`config.mk`:
```
export PLATFORM = sky130hd
export DESIGN_NAME = csa_accum_ctrl
export DESIGN_NICKNAME = d
export VERILOG_FILES = /design/src/rtl/csa_accum_ctrl.sv
export SDC_FILE = /design/constraint.sdc
export NUM_CORES = 1
export LEC_CHECK = 0
export CAP_MARGIN = 0
export CORE_ASPECT_RATIO = 1.75
export CORE_MARGIN = 2
export CORE_UTILIZATION = 40
export CTS_CLUSTER_SIZE = 10
export DETAILED_ROUTE_END_ITERATION = 16
export SETUP_SLACK_MARGIN = 0.05
export SLEW_MARGIN = 20
export SYNTH_ARGS = -nofsm -noshare
export SYNTH_HDL_FRONTEND = slang
export SYNTH_SLANG_ARGS = --single-unit
export TNS_END_PERCENT = 30
```
`constraint.sdc`:
```
create_clock -name clk -period 5 [get_ports clk]
set_input_delay 0.75 -clock clk [delete_from_list [all_inputs] [get_ports clk]]
set_output_delay 0.75 -clock clk [all_outputs]
set_load 0.02 [all_outputs]
```
`src/rtl/csa_accum_ctrl.sv`:
```
// Carry-save multi-operand accumulator with a multicycle final carry-propagate conversion.
// Optional macro CSA_ACC_OVF_EN builds the exact unsigned-overflow tracking for out_ovf.
module csa_accum_ctrl #(
  parameter int unsigned CPA_CYCLES = 2
) (
  input  logic        clk,
  input  logic        reset,
  input  logic        in_valid,
  output logic        in_ready,
  input  logic [15:0] in_data,
  input  logic        in_last,
  output logic        out_valid,
  input  logic        out_ready,
  output logic [15:0] out_sum,
  output logic        out_ovf,
  output logic [7:0]  op_count,
  output logic        busy
);

  typedef enum logic [1:0] {IDLE, ACCUM, CONVERT, DONE} state_t;

`ifdef CSA_ACC_OVF_EN
  localparam int CW = 16;
`else
  localparam int CW = 15;
`endif

  // Counter spans the CONVERT entry cycle plus CPA_CYCLES settle cycles.
  localparam logic [3:0] CNT_LOAD = 4'(CPA_CYCLES);

  function automatic logic [7:0] sat_inc(input logic [7:0] v);
    return (v == 8'hFF) ? v : v + 8'd1;
  endfunction

  state_t          state;
  logic [15:0]     s_q;
  logic [CW-1:0]   c_q;
  logic [3:0]      cnt_q;
  logic [15:0]     d_w;
  logic [15:0]     s_nxt;
  logic [CW-1:0]   c_nxt;

  assign d_w   = {c_q[14:0], 1'b0};
  assign s_nxt = s_q ^ d_w ^ in_data;
  assign c_nxt = CW'((s_q & d_w) | (s_q & in_data) | (d_w & in_data));

`ifdef CSA_ACC_OVF_EN
  logic [16:0] cpa_w;
  assign cpa_w = {1'b0, s_q} + {1'b0, d_w};
`else
  logic [15:0] cpa_w;
  assign cpa_w = s_q + d_w;
`endif

  assign in_ready  = (state == IDLE) || (state == ACCUM);
  assign out_valid = (state == DONE);
  assign busy      = (state != IDLE);

  always_ff @(posedge clk or posedge reset) begin
    if (reset) begin
      state    <= IDLE;
      s_q      <= '0;
      c_q      <= '0;
      cnt_q    <= '0;
      out_sum  <= '0;
      op_count <= '0;
    end else begin
      case (state)
        IDLE: if (in_valid) begin
          s_q      <= in_data;
          c_q      <= '0;
          op_count <= 8'd1;
          if (in_last) begin
            state <= CONVERT;
            cnt_q <= CNT_LOAD;
          end else begin
            state <= ACCUM;
          end
        end
        ACCUM: if (in_valid) begin
          s_q      <= s_nxt;
          c_q      <= c_nxt;
          op_count <= sat_inc(op_count);
          if (in_last) begin
            state <= CONVERT;
            cnt_q <= CNT_LOAD;
          end
        end
        CONVERT: begin
          if (cnt_q == 4'd0) begin
            out_sum <= cpa_w[15:0];
            state   <= DONE;
          end else begin
            cnt_q <= cnt_q - 4'd1;
          end
        end
        DONE: if (out_ready) state <= IDLE;
        default: state <= IDLE;
      endcase
    end
  end

`ifdef CSA_ACC_OVF_EN
  logic ovf_sticky;

  // Every carry leaving bit 15 has weight 2^16, so OR-ing them is an exact overflow flag.
  always_ff @(posedge clk or posedge reset) begin
    if (reset) begin
      ovf_sticky <= 1'b0;
      out_ovf    <= 1'b0;
    end else begin
      case (state)
        IDLE:    if (in_valid) ovf_sticky <= 1'b0;
        ACCUM:   if (in_valid) ovf_sticky <= ovf_sticky | c_q[15];
        CONVERT: if (cnt_q == 4'd0) out_ovf <= ovf_sticky | c_q[15] | cpa_w[16];
        default: ;
      endcase
    end
  end
`else
  assign out_ovf = 1'b0;
`endif

endmodule

```
==> run_1/final_congestion.png <==
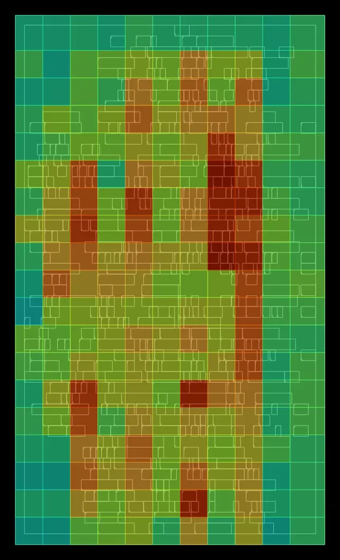
met3 usage in global routing: 2.46%
Routed WL per cell: 14.6 um
GR peak layer: met2
met1 Use GR: 20.7%

==> run_1/registers.png <==
Other sequential cells in the stronger gray, the rest of the logic in the fainter gray.
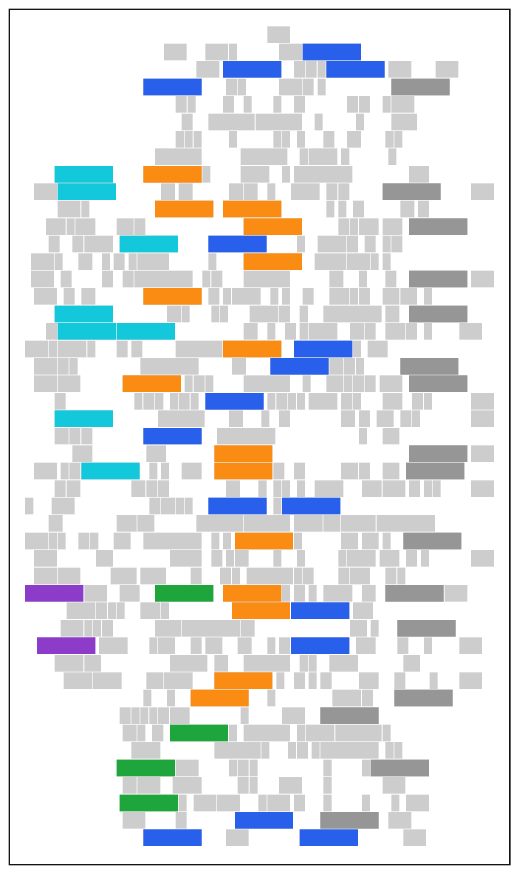
[`state`] purple | placed flops: 2
[`cnt_q`] green | placed flops: 4
[`c_q`] orange | placed flops: 15
[`op_count`] cyan | placed flops: 8
[`s_q`] blue | placed flops: 16
Seq group: 0.867 mW
flop share of the area: 32.6%
fin util: 50.1%
register area: 1530 um^2

==> run_1/pins.png <==
Pins as bars across the die edge, other pins in gray.
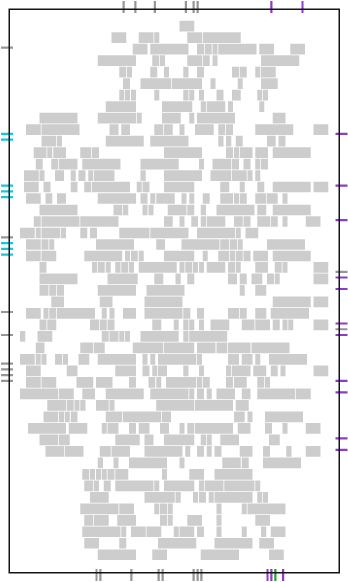
[`reset`] green | pins: 1 | direction: input | edge: bottom
[`op_count`] cyan | pins: 8 | direction: output | edge: left
[`out_sum`] purple | pins: 16 | direction: output | edge: 11 right, 3 bottom, 2 top
all pins by edge: 16 left, 13 right, 12 bottom, 8 top

==> results.sh, run 1 <==
# physical design summary
export IMPL_die_area_um2=10300
export IMPL_antenna_found_initial=0
export IMPL_rsz0062_at_grt="no"
export IMPL_top_logic_kind="AND-OR/OR-AND gates"
export IMPL_die_h_um=133
export IMPL_core_rowCount=47
export IMPL_top_regs="out_sum: 16 flops, s_q: 16 flops, c_q: 15 flops"
export IMPL_port_buffers=47
export IMPL_critPathKind="reg2out"
export IMPL_gr_total_overflow=0
export IMPL_p_leak_nw=2.09
export IMPL_synth_chip_area_um2=3800
export IMPL_antenna_cells=0
export IMPL_ys_sh_simple_pct=15.3
export IMPL_cts_max_level=3
export IMPL_cts_tree="yes"
export IMPL_maxCapViolCount=0
export IMPL_clock_root_buffer="clkbuf_16"
export IMPL_top_area_share_pct=40.1
export IMPL_drive_gt1_share_pct=5.65
export IMPL_highest_layer="met4"
export IMPL_skew_ns=0.00744
export IMPL_setup_viol=0
export IMPL_yosysSeqAreaShare_pct=40.1
export IMPL_top_cell="nand2_1"
export IMPL_grt_use_total_pct=18.5
export IMPL_finalSetupTns_ns=0
export IMPL_cts_buffers=9
export IMPL_fin_cells=600
export IMPL_viasPerCell=5.28
export IMPL_yosys_most_used_dff="dfrtp_1"
export IMPL_drt_pass1_iterations=5
export IMPL_ys_seq_elements=61
export IMPL_cts_sinks=61
export IMPL_wl_met1_mm=3.58
export IMPL_p_per_area_nw_per_um2=642
export IMPL_cts_buffer_depth=2
export IMPL_arrival_ns=2.28
export IMPL_critPathLaunchType="flip-flop"
export IMPL_syn_to_final_growth_pct=23.2
export IMPL_antenna_left=0
export IMPL_fp_dieW_um=77.7
export IMPL_fillCellCount=890
export IMPL_gp_congestion=0.802
export IMPL_synth_cell_type_count=52
export IMPL_fmax_mhz=330
export IMPL_top_cells_by_count="74 x nand2_1, 61 x dfrtp_1, 56 x o21ai_0, 51 x inv_1, 23 x ha_1"
export IMPL_numPlacedInstances=585
export IMPL_syn_area_per_cell_um2=8.91
export IMPL_required_ns=4.25
export IMPL_hp_class="reg2reg"
export IMPL_clk_pin_slew_ns=0.05
export IMPL_fp_coreArea_um2=9350
export IMPL_fp_nets=486
export IMPL_muxShareOfSynthArea_pct=1.64
export IMPL_drc=0
export IMPL_syn_area_um2=3800
export IMPL_layout_min_cycle_time_ns=3.03
export IMPL_worstMarginPinSlew_ns=0.651
export IMPL_xor_share_pct=2.30
export IMPL_final_max_slew_viol_count=0
export IMPL_ys_cells=427
export IMPL_ys_top_cells_by_area="dfrtp_1 40%, fa_1 7.9%, ha_1 7.6%, o21ai_0 7.4%, nand2_1 7.3%"
export IMPL_grt_pass1_vias=3259
export IMPL_end_kind="primary output"
export IMPL_synth_cells=427
export IMPL_final_nets=533
export IMPL_peakVddDrop_uv=395
export IMPL_hold_viol_final=0
export IMPL_dp_hpwl_mm=6.49
export IMPL_synth_adder_area_share_pct=15.5
export IMPL_yosys_area_share_aoi_pct=18.3
export IMPL_post_cts_resized=0
export IMPL_grt_pass1_wl_mm=15.0
export IMPL_ios=49
export IMPL_largest_area_cell="dfrtp_1"
export IMPL_vias=3169
export IMPL_fp_util_pct=40.7
export IMPL_wl_met3_um=241
export IMPL_clock_latency_ns=0.33
export IMPL_crit_path_top_delay_cell="clkdlybuf4s50_1"
export IMPL_path_cells="inv_1 > ha_1 > buf_4 > or2_2 > clkdlybuf4s50_1"
export IMPL_yosys_warnings=0
export IMPL_cp_slowest_stage_delay_ns=0.60
export IMPL_layout_top_cell="nand2_1"
export IMPL_grt_max_degree=46
export IMPL_dr_wl_met2_mm=4.51
export IMPL_wl_mm=8.74
export IMPL_fin_crit_sh_pct=60.6
export IMPL_final_cell_mix="74 x nand2_1, 61 x dfrtp_1, 56 x o21ai_0"
export IMPL_warnings=31
export IMPL_drtIter0Drc=110
export IMPL_synthArstFlopShare_pct=100
export IMPL_power_total_mw=3.01
export IMPL_synth_edff_count=0
export IMPL_ctsHoldBuffers=0
export IMPL_status="finished, final reports clean"
export IMPL_worst_path_max_fanout=45
export IMPL_met2_usage_pct=32.3
export IMPL_postCtsSetupBuffers=0
export IMPL_slew_headroom_pct=56.4
run 1: area by class of cell:
cell class / instances / area (um^2) / share of cell area [%]
multi-input cells: 299 / 2030 / 43.3
flip-flops and latches: 61 / 1530 / 32.6
repair buffers: 52 / 508 / 10.8
clock buffers: 14 / 274 / 5.85
inverters: 51 / 191 / 4.08
well taps: 122 / 153 / 3.26
clock inverters: 1 / 5.00 / 0.107
run 1: worst max-delay path: cells and delay by family, from the launching register on:
| family | cells | cell delay [ns] |
|---|---|---|
| adders and majority gates | 1 | 0.16 |
| DFF | 1 | 0.44 |
| and+or+nand+nor | 1 | 0.19 |
| buffers and inverters | 3 | 1.15 |
run 1: report_power, final:
part           internal [mW]  switching [mW]  total (mW)  leakage, nW
Sequential             0.704           0.163       0.867        0.787
Combinational          0.647           0.908        1.55         1.16
Clock                  0.372           0.215       0.587        0.139
Total                   1.72            1.29        3.01         2.09
run 1: stage by stage:
| step | worst slack [ns] | util [%] | hold WS (ns) | instance area [um^2] |
|---|---|---|---|---|
| finish | 1.97 | 50.1 | 0.470 | 4690 |
| detailed placement | 2.09 | 47.1 | 0.466 | 4410 |
| floorplan | 2.68 | - | 0.465 | 3800 |
| CTS | 1.96 | 50.1 | 0.478 | 4690 |
| global placement | 2.13 | 47.1 | 0.458 | 4410 |
| global route | 1.88 | 50.1 | 0.495 | 4690 |
run 1: worst paths after layout:
path / start / end / slack (ns) / depth (start not counted)
max in group asynchronous: reset / op_count[5] / 3.39 / 3
hold reg to reg: out_sum[0] / out_sum[0] / 0.47 / 2
setup reg to reg: state[1] / op_count[3] / 2.39 / 7
min in group asynchronous: reset / s_q[1] / 0.72 / 2
setup / recovery: state[1] / in_ready / 1.97 / 5
hold / removal: out_sum[0] / out_sum[0] / 0.47 / 2
==> run_1/met4.png <==
Cells faint in the background.
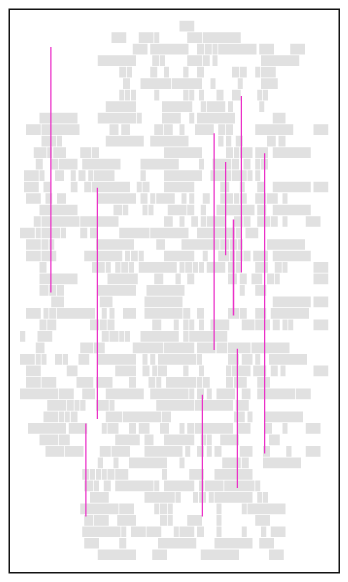

==> inputs of run 2 (changes only) <==
clock period = 3.1 ns   (was 5 ns; I/O delays follow)
==> run_2/met4.png <==
Cells faint in the background.
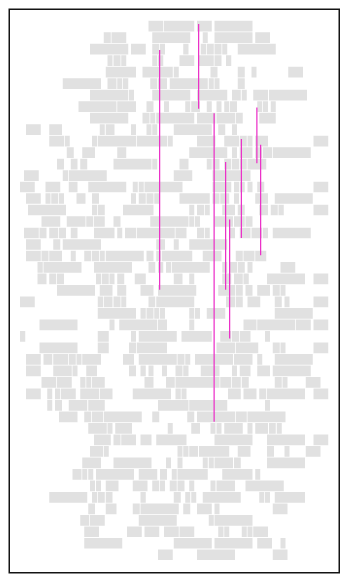
longest straight run: 72.8 um
nets with wire on the layer: 8
wire length on this layer: 269 um
main direction: vertical
share of all routed wire: 3.0%

==> results.sh, run 2 <==
# physical design summary
export IMPL_drtIter0Drc=181
export IMPL_postCtsSetupBuffers=0
export IMPL_post_place_ws_ns=0.731
export IMPL_grt_use_total_pct=19.0
export IMPL_synth_cell_type_count=52
export IMPL_synth_chip_area_um2=3800
export IMPL_gr_usage_met1_pct=21.8
export IMPL_syn_area_per_cell_um2=8.91
export IMPL_power_total_mw=4.84
export IMPL_ys_seq_elements=61
export IMPL_critPathKind="reg2out"
export IMPL_core_rowCount=47
export IMPL_synth_cells=427
export IMPL_synth_edff_count=0
export IMPL_use_met3_pct=4.37
export IMPL_grt_max_degree=42
export IMPL_layout_top_cell="nand2_1"
export IMPL_finalSetupTns_ns=0
export IMPL_ys_top_cells_by_area="dfrtp_1 40%, fa_1 7.9%, ha_1 7.6%, o21ai_0 7.4%, nand2_1 7.3%"
export IMPL_path_cells="inv_1 > ha_1 > or2_2 > clkdlybuf4s50_1"
export IMPL_clock_latency_ns=0.33
export IMPL_cts_tree="yes"
export IMPL_final_cell_mix="74 x nand2_1, 61 x dfrtp_1, 56 x o21ai_0"
export IMPL_setup_viol=0
export IMPL_fp_nets=486
export IMPL_gr_total_overflow=0
export IMPL_dp_hpwl_mm=6.62
export IMPL_wire_per_inst_um=14.8
export IMPL_syn_to_final_growth_pct=23.4
export IMPL_maxCapViolCount=0
export IMPL_crit_path_top_delay_cell="clkdlybuf4s50_1"
export IMPL_p_per_area_nw_per_um2=1030
export IMPL_yosys_warnings=0
export IMPL_met2_usage_pct=33.3
export IMPL_peakVddDrop_uv=535
export IMPL_grt_pass1_vias=3292
export IMPL_ys_cells=427
export IMPL_arrival_ns=2.19
export IMPL_hp_class="reg2reg"
export IMPL_cts_sinks=61
export IMPL_final_nets=536
export IMPL_layout_min_cycle_time_ns=2.65
export IMPL_fmax_mhz=377
export IMPL_clock_root_buffer="clkbuf_16"
export IMPL_hold_ws_ns=0.471
export IMPL_synthArstFlopShare_pct=100
export IMPL_p_leak_nw=2.10
export IMPL_worst_path_max_fanout=14
export IMPL_required_ns=2.63
export IMPL_drc=0
export IMPL_fp_coreArea_um2=9350
export IMPL_fin_area_um2=4700
export IMPL_antenna_cells=0
export IMPL_grt_pass1_wl_mm=15.4
export IMPL_antenna_found_initial=0
export IMPL_syn_area_um2=3800
export IMPL_largest_area_cell="dfrtp_1"
export IMPL_cts_buffer_depth=2
export IMPL_yosys_most_used_dff="dfrtp_1"
export IMPL_drive_gt1_share_pct=5.82
export IMPL_clk_pin_slew_ns=0.05
export IMPL_wl_mm=8.93
export IMPL_numPlacedInstances=588
export IMPL_fin_crit_sh_pct=85.6
export IMPL_top_usage_layer="met2"
export IMPL_skew_ns=0.00276
export IMPL_gp_congestion=0.847
export IMPL_rsz0062_at_grt="no"
export IMPL_cp_startpoint="state[1]"
export IMPL_warnings=31
export IMPL_die_area_um2=10300
export IMPL_hold_start="out_sum[1]"
export IMPL_placed_area_um2=4440
export IMPL_fp_util_pct=40.7
export IMPL_top_regs="out_sum: 16 flops, s_q: 16 flops, c_q: 15 flops"
export IMPL_cts_buffers=9
export IMPL_viasPerCell=5.32
export IMPL_status="finished, final reports clean"
export IMPL_ios=49
export IMPL_critPathLaunchType="flip-flop"
export IMPL_post_cts_resized=0
export IMPL_cp_slowest_stage_delay_ns=0.59
export IMPL_yosysSeqAreaShare_pct=40.1
export IMPL_top_area_share_pct=40.1
export IMPL_worstMarginPinSlew_ns=0.768
export IMPL_ctsHoldBuffers=0
export IMPL_cts_max_level=3
export IMPL_top_cells_by_count="74 x nand2_1, 61 x dfrtp_1, 56 x o21ai_0, 51 x inv_1, 23 x ha_1"
export IMPL_vias=3206
export IMPL_drt_pass1_iterations=4
export IMPL_setup_slack_ns=0.447
export IMPL_slew_headroom_pct=48.8
export IMPL_hold_viol_final=0
export IMPL_antenna_left=0
export IMPL_top_cell="nand2_1"
export IMPL_end_kind="primary output"
export IMPL_postLayoutCoreUtil_pct=50.2
export IMPL_r2r_start="state[1]"
export IMPL_fin_cells=603
export IMPL_final_max_slew_viol_count=0
==> run_2/pins.png <==
Pins as bars across the die edge, other pins in gray.
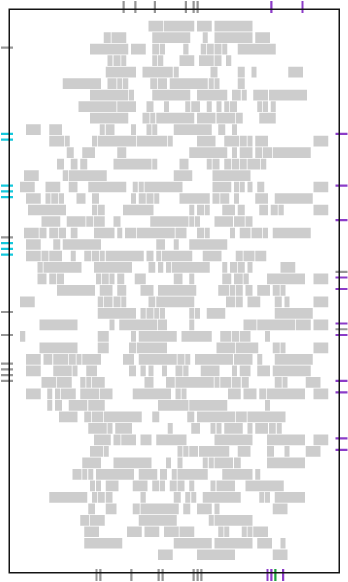
[`op_count`] cyan | pins: 8 | direction: output | edge: left
[`out_sum`] purple | pins: 16 | direction: output | edge: 11 right, 3 bottom, 2 top
[`reset`] green | pins: 1 | direction: input | edge: bottom
all pins by edge: 16 left, 13 right, 12 bottom, 8 top
Die Height: 133 um
I/O Buffers: 47
die span in x: 77.7 um

[run 2: cell counts after synthesis]
No cell type changed its count.
[run 2: worst paths after layout]
kind	end	slack, ns	cells past startpoint
worst max-delay path	in_ready	0.45	4
worst min-delay path	out_sum[1]	0.47	2
worst max register to register	op_count[5]	0.74	8
worst min register to register	out_sum[1]	0.47	2
max in group asynchronous	s_q[12]	2.02	3
min in group asynchronous	c_q[1]	0.49	2
[run 2: where the power goes]
group	switching [mW]	leakage, nW	total (mW)	internal, mW
combinational	1.47	1.18	2.54	1.07
sequential	0.265	0.787	1.40	1.14
clock	0.339	0.129	0.894	0.555
[run 2: worst max-delay path, delay by kind of cell, from the launching register on]
family,cells,cell delay (ns)
adders and majority gates,1,0.49
buffers and inverters,2,0.73
DFF,1,0.43
and+or+nand+nor,1,0.20
[run 2: layer usage]
layer  up-vias  part of all wire, %
met2        69                   53
met4         0                  3.0
met1      1559                   41
met3        21                  3.5
met5         -                    0
li1       1557                    -
[run 2: cell families (layout without fill, tap and decap cells)]
group,after synthesis,count (layout),share of synthesized area [%]
compound gates,113,113,18.3
other cells,1,1,0.0986
mux,6,6,1.64
xor+xnor,10,10,2.30
simple gates,131,131,15.3
buf+inv,67,121,6.81
fa+ha+maj,38,38,15.5
flops,61,61,40.1
[run 2: final cells by class]
class                   count  area [um^2]
well taps                 122          153
inverters                  51          191
clock buffers              13          250
clock inverters             2         10.0
flip-flops and latches     61         1530
fillers                   887         4650
repair buffers             55          543
multi-input cells         299         2020
==> inputs of run 3 (changes only) <==
CAP_MARGIN = default   (was 0)
CORE_UTILIZATION = 38   (was 40)
==> run_3/met4.png <==
Cells faint in the background.
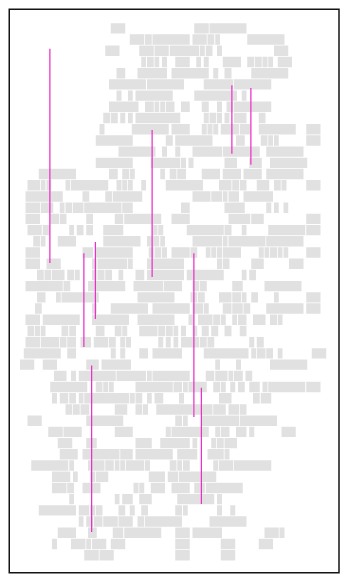
longest straight run: 51.7 um
main direction: vertical

==> run_3/pins.png <==
Pins as bars across the die edge, other pins in gray.
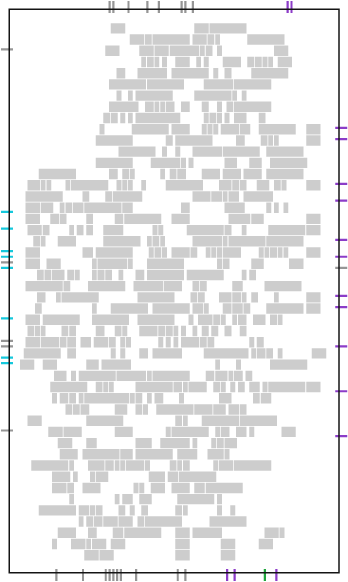
[`op_count`] cyan | pins: 8 | direction: output | edge: left
[`out_sum`] purple | pins: 16 | direction: output | edge: 11 right, 3 bottom, 2 top
[`reset`] green | pins: 1 | direction: input | edge: bottom
all pins by edge: 14 bottom, 13 left, 12 right, 10 top
die span in x: 79.6 um
Die Height: 136 um

==> results.sh, run 3 <==
# physical design summary
export IMPL_status="finished, final reports clean"
export IMPL_clock_latency_ns=0.33
export IMPL_drc=0
export IMPL_synth_cells=427
export IMPL_r2r_start="s_q[1]"
export IMPL_required_ns=2.63
export IMPL_ios=49
export IMPL_dp_hpwl_mm=6.71
export IMPL_fin_crit_sh_pct=79.3
export IMPL_cts_sinks=61
export IMPL_hold_end="out_sum[15]"
export IMPL_synth_cell_type_count=52
export IMPL_seqPwrFrac_pct=27.2
export IMPL_cts_buffer_depth=2
export IMPL_port_buffers=47
export IMPL_crit_family="buffers and inverters"
export IMPL_top_cell="nand2_1"
export IMPL_final_max_slew_viol_count=0
export IMPL_synth_chip_area_um2=3800
export IMPL_fp_util_pct=38.9
export IMPL_critPathKind="reg2out"
export IMPL_viasPerCell=5.28
export IMPL_core_rowCount=48
export IMPL_layout_min_cycle_time_ns=2.46
export IMPL_xor_share_pct=2.30
export IMPL_fin_area_um2=4790
export IMPL_power_frac_comb_pct=49.4
export IMPL_fp_nets=486
export IMPL_top_logic_kind="AND-OR/OR-AND gates"
export IMPL_syn_to_final_growth_pct=25.8
export IMPL_syn_area_per_cell_um2=8.91
export IMPL_ys_top_cells_by_area="dfrtp_1 40%, fa_1 7.9%, ha_1 7.6%, o21ai_0 7.4%, nand2_1 7.3%"
export IMPL_top_cells_by_count="74 x nand2_1, 61 x dfrtp_1, 56 x o21ai_0, 51 x inv_1, 23 x ha_1"
export IMPL_power_total_mw=5.16
export IMPL_placed_area_um2=4430
export IMPL_p_per_area_nw_per_um2=1080
export IMPL_hold_viol_final=0
export IMPL_fillCellCount=904
export IMPL_layout_top_cell="nand2_1"
export IMPL_final_nets=534
export IMPL_final_cell_mix="74 x nand2_1, 61 x dfrtp_1, 56 x o21ai_0"
export IMPL_slew_headroom_pct=56.8
export IMPL_fin_cells=605
export IMPL_worstMarginPinSlew_ns=0.648
export IMPL_crit_path_top_delay_cell="clkdlybuf4s50_1"
export IMPL_maxCapViolCount=0
export IMPL_hp_class="reg2reg"
export IMPL_top_area_share_pct=40.1
export IMPL_vias=3195
export IMPL_end_kind="primary output"
export IMPL_die_area_um2=10900
export IMPL_min_path_cells=2
export IMPL_warnings=31
export IMPL_p_leak_nw=2.14
export IMPL_p_sw_share_pct=41.1
export IMPL_grt_use_total_pct=18.3
export IMPL_r2r_cells=7
export IMPL_regArea_um2=1530
export IMPL_yosys_area_share_aoi_pct=18.3
export IMPL_path_cells="inv_1 > ha_1 > or2_2 > clkdlybuf4s50_1"
export IMPL_cts_max_level=3
-- run 3: cell types whose count changed in the layout (fill, tap and decap cells not counted), sizes merged --
cell and change:
buf -2, bufinv +3, clkinv -2
-- run 3: power groups by stage --
stage	Sequential, mW	Combinational (mW)	Clock [mW]
after floorplan	1.48	1.66	0
after global placement	1.39	2.49	0
after detailed placement	1.42	2.54	0
after CTS	1.41	2.57	1.23
after global routing	1.45	2.87	1.26
final	1.41	2.55	1.21
-- run 3: area by class of cell --
cell class	instances	share of cell area, %
Sequential cell	61	31.9
Timing Repair Buffer	53	11.0
Inverter	51	4.00
Multi-Input combinational cell	299	42.3
Tap cell	125	3.27
Clock inverter	3	1.88
Clock buffer	13	5.65
-- run 3: worst max-delay path by stage --
| stage | slack, ns | cells past startpoint | to |
|---|---|---|---|
| CTS | 0.63 | 4 | in_ready |
| global placement | 0.84 | 7 | out_sum[15] |
| global route | 0.46 | 8 | op_count[5] |
| finish | 0.64 | 4 | in_ready |
| detailed placement | 0.78 | 8 | op_count[5] |
| floorplan | 1.02 | 7 | out_sum[15] |
-- run 3: stage by stage --
| stage | hold slack [ns] | setup WS (ns) |
|---|---|---|
| 6_report | 0.472 | 0.642 |
| 5_1_grt | 0.500 | 0.463 |
| 4_1_cts | 0.480 | 0.626 |
| 3_5_place_dp | 0.467 | 0.778 |
| 3_3_place_gp | 0.458 | 0.838 |
| 2_1_floorplan | 0.465 | 1.02 |
-- run 3: metal layers --
metal | track usage, % | wire [um] | vias to the layer above
met2 | 32.7 | 4940 | 74
li1 | - | - | 1557
met1 | 20.5 | 3570 | 1542
met5 | 0 | 0 | -
met3 | 3.39 | 325 | 22
met4 | 9.10 | 269 | 0
Power figures rest on the tool's default switching activity, not on a simulated workload.
